==> images/zoom.png <==
Window x 88 to 113, y 88 to 113 um. Cells in gray, sequential cells in the stronger gray; small squares are vias.
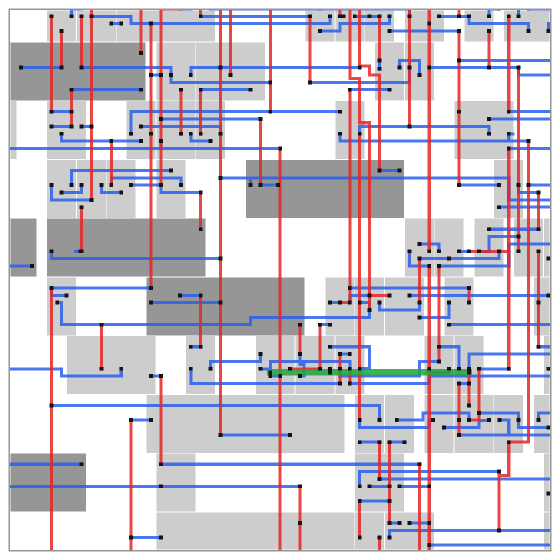
==> images/met1.png <==
Drawn at 2 px/um.
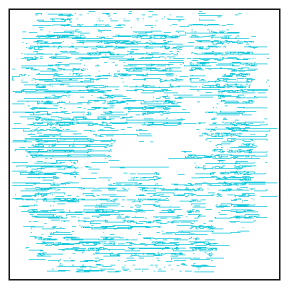
==> config.mk <==
export PLATFORM = sky130hd
export DESIGN_NAME = ifid_stage_reg
export DESIGN_NICKNAME = d
export VERILOG_FILES = /design/src/rtl/ifid_stage_reg.sv
export SDC_FILE = /design/constraint.sdc
export NUM_CORES = 1
export LEC_CHECK = 0
export ABC_AREA = 1
export CAP_MARGIN = 0
export CORE_UTILIZATION = 39
export DETAILED_ROUTE_END_ITERATION = 8
export HOLD_SLACK_MARGIN = 0.08
export MAX_ROUTING_LAYER = met4
export PLACE_DENSITY = 0.64
export SLEW_MARGIN = 20
export SYNTH_ARGS = -nofsm -noshare
export SYNTH_HDL_FRONTEND = slang
export SYNTH_SLANG_ARGS = --single-unit
==> constraint.sdc <==
create_clock -name clk -period 3.73 [get_ports clk]
set_input_delay 0.746 -clock clk [delete_from_list [all_inputs] [get_ports clk]]
set_output_delay 0.746 -clock clk [all_outputs]
set_load 0.02 [all_outputs]
==> out/results.ini <==
[run_status]
status=finished, final reports clean

[final_layout]
most-common-layout-cells=nand2_1 (193), clkdlybuf4s50_1 (177), dfxtp_1 (163)
regArea_sq_mm=0.00326
n_antenna_cell=0
finalNonFillerCells=1301
area_growth_pct=36.8
lay_top_count=nand2_1
fin_nets=1136
fillers=1637
final_area_sq_mm=0.00936
drive_gt1_share_pct=4.74
fin_util_pct=54.3
combGateArea_sq_mm=0.00319

[logic_synthesis]
simple_gate_share_pct=23.9
topCombFamilyByArea=simple AND/OR/NAND/NOR gates
yosysTopAreaCellShare_pct=47.7
syn_avg_cell_area_sq_um=7.48
ys_chip_area_sq_mm=0.00685
synthAoiAreaFrac_pct=16.8
synth_area_sq_mm=0.00685
yosys.area.top_type=dfxtp_1
fa_ha_area_share_pct=0.366
edf_count=0
ys_sh_xor_pct=0.768
yosysCellCount=915
ys.warnings.count=0
yosys.stat.seqShare_pct=47.7
synth.area.top_cells=dfxtp_1 (48%), nand2_1 (11%), nor2_1 (7.2%)
mux_share_pct=4.68
top_cell=nand2_1
ys.flop_type=dfxtp_1
ys_ff=163
synthCells=915
synth_cell_types=30
synthArstFlopShare_pct=0
fp_nets=986
common_cells=nand2_1 (193), dfxtp_1 (163), nor2_1 (132)

[timing]
max_clock_freq_mhz=378
hold_viol=0
fin_setup_tns_ns=0
relSlewSlack_pct=36.5
post-route-period-util_pct=70.9
slew_violations=0
period_needed_ns=2.64
grt_setup_unrepaired=false
setup_violations=0
skew_ns=0.00644
worstMarginPinSlew_ns=0.951
setup_ws_ns=1.09
hold_ws_ns=0.464

[global_routing]
grt_util_met2_pct=33.2
grt.overflow.total=0
antenna_found_initial=0
grt_pass1_wl_um=29600
busiest_layer=met2
track_usage_pct=21.2
gr-usage-met3_pct=3.60
grt_max_degree=82
grt_pass1_vias=5824

[floorplanning]
io_pins=178
fp.dieArea_sq_mm=0.0181
core_area_sq_mm=0.0172
rows=48
die_height_um=134
die_w_um=134
fp_util_pct=39.7

[place]
port-buffer-count=177
gp_congestion=0.793
place.detailed.hpwl_um=11900
dp.cells=1271
place_area_sq_mm=0.00876
place_ws_ns=0.822

[critical_path]
critPathRequiredTime_ns=2.98
r2r_slack_ns=1.53
path_max_fanout=15
critical_path.max_stage_delay_ns=0.75
cp_slowest_cell=dfxtp_1
critical_path.cell_chain=clkdlybuf4s50_1
timing_worst_setup_path_type=reg -> out
startpoint_type=flop
arrival_ns=1.90
rr_worst_depth=7
path_buffers=1
cp_top_family=flip-flops
cp-end-kind=output pin
cp.depth=1

[power_and_ir_drop]
power_leakage_nw=3.75
total_power_w=0.00410
ir_drop_uv=352
pwr_density_cell_mw_per_mm2=438

[drt]
ant_nets=0
vias_per_cell=4.99
remaining_drc_errors=0
drtIter0Drc=464
wirelength_um=18500
drt_first_pass_iters=5
wire_per_inst_um=14.2

[clocking]
clk_path_buf_depth=2
insertion_delay_ns=0.42
cts.sink_count=163
cts_made_buffers=17
post-cts-setup-buffer-count=0
cts_max_level=4
cts_resized=0
clk_pin_slew_ns=0.06
cts_tree=yes
root_buffer=clkbuf_16
holdBufCountCts=0

[run]
warnings=26
max_cap_viol_count=0

[worst_hold_path]
hold_depth=2
worstHoldPathType=reg -> reg

-- zoom.png (at the start) --
layer	color
met1	blue
met2	red
met3	green
sequential cells in the window	4
most frequent	nor2_1 (18), nand2_1 (12)
cells with their middle in the window	57

-- met1.png (at the start) --
share of all routed wire	46%
main direction	horizontal
nets with wire on the layer	1029
wire length on this layer	8580 um
longest straight run	32.7 um
via count: 6493
met1 Use GR: 27.4%

==> report_power, final <==
| part | internal (W) | switching, W | total [W] | leakage (nW) |
|---|---|---|---|---|
| logic | 0.000205 | 0.000240 | 0.000445 | 2.12 |
| clock network | 0.00110 | 0.000691 | 0.00179 | 0.295 |
| registers | 0.00182 | 0.0000459 | 0.00186 | 1.33 |
==> layout make-up <==
class	count	area share (%)
inverters	39	1.56
flip-flops and latches	163	34.9
well taps	225	3.01
repair buffers	187	20.1
multi-input cells	657	34.0
clock inverters	9	1.39
clock buffers	21	5.02
==> metal layers <==
metal	routed length, um	share of wire [%]
met1	8580	46
met2	8740	47
met3	795	4.3
met4	361	2.0
met5	0	0
Power is estimated from default activity; no workload was simulated.
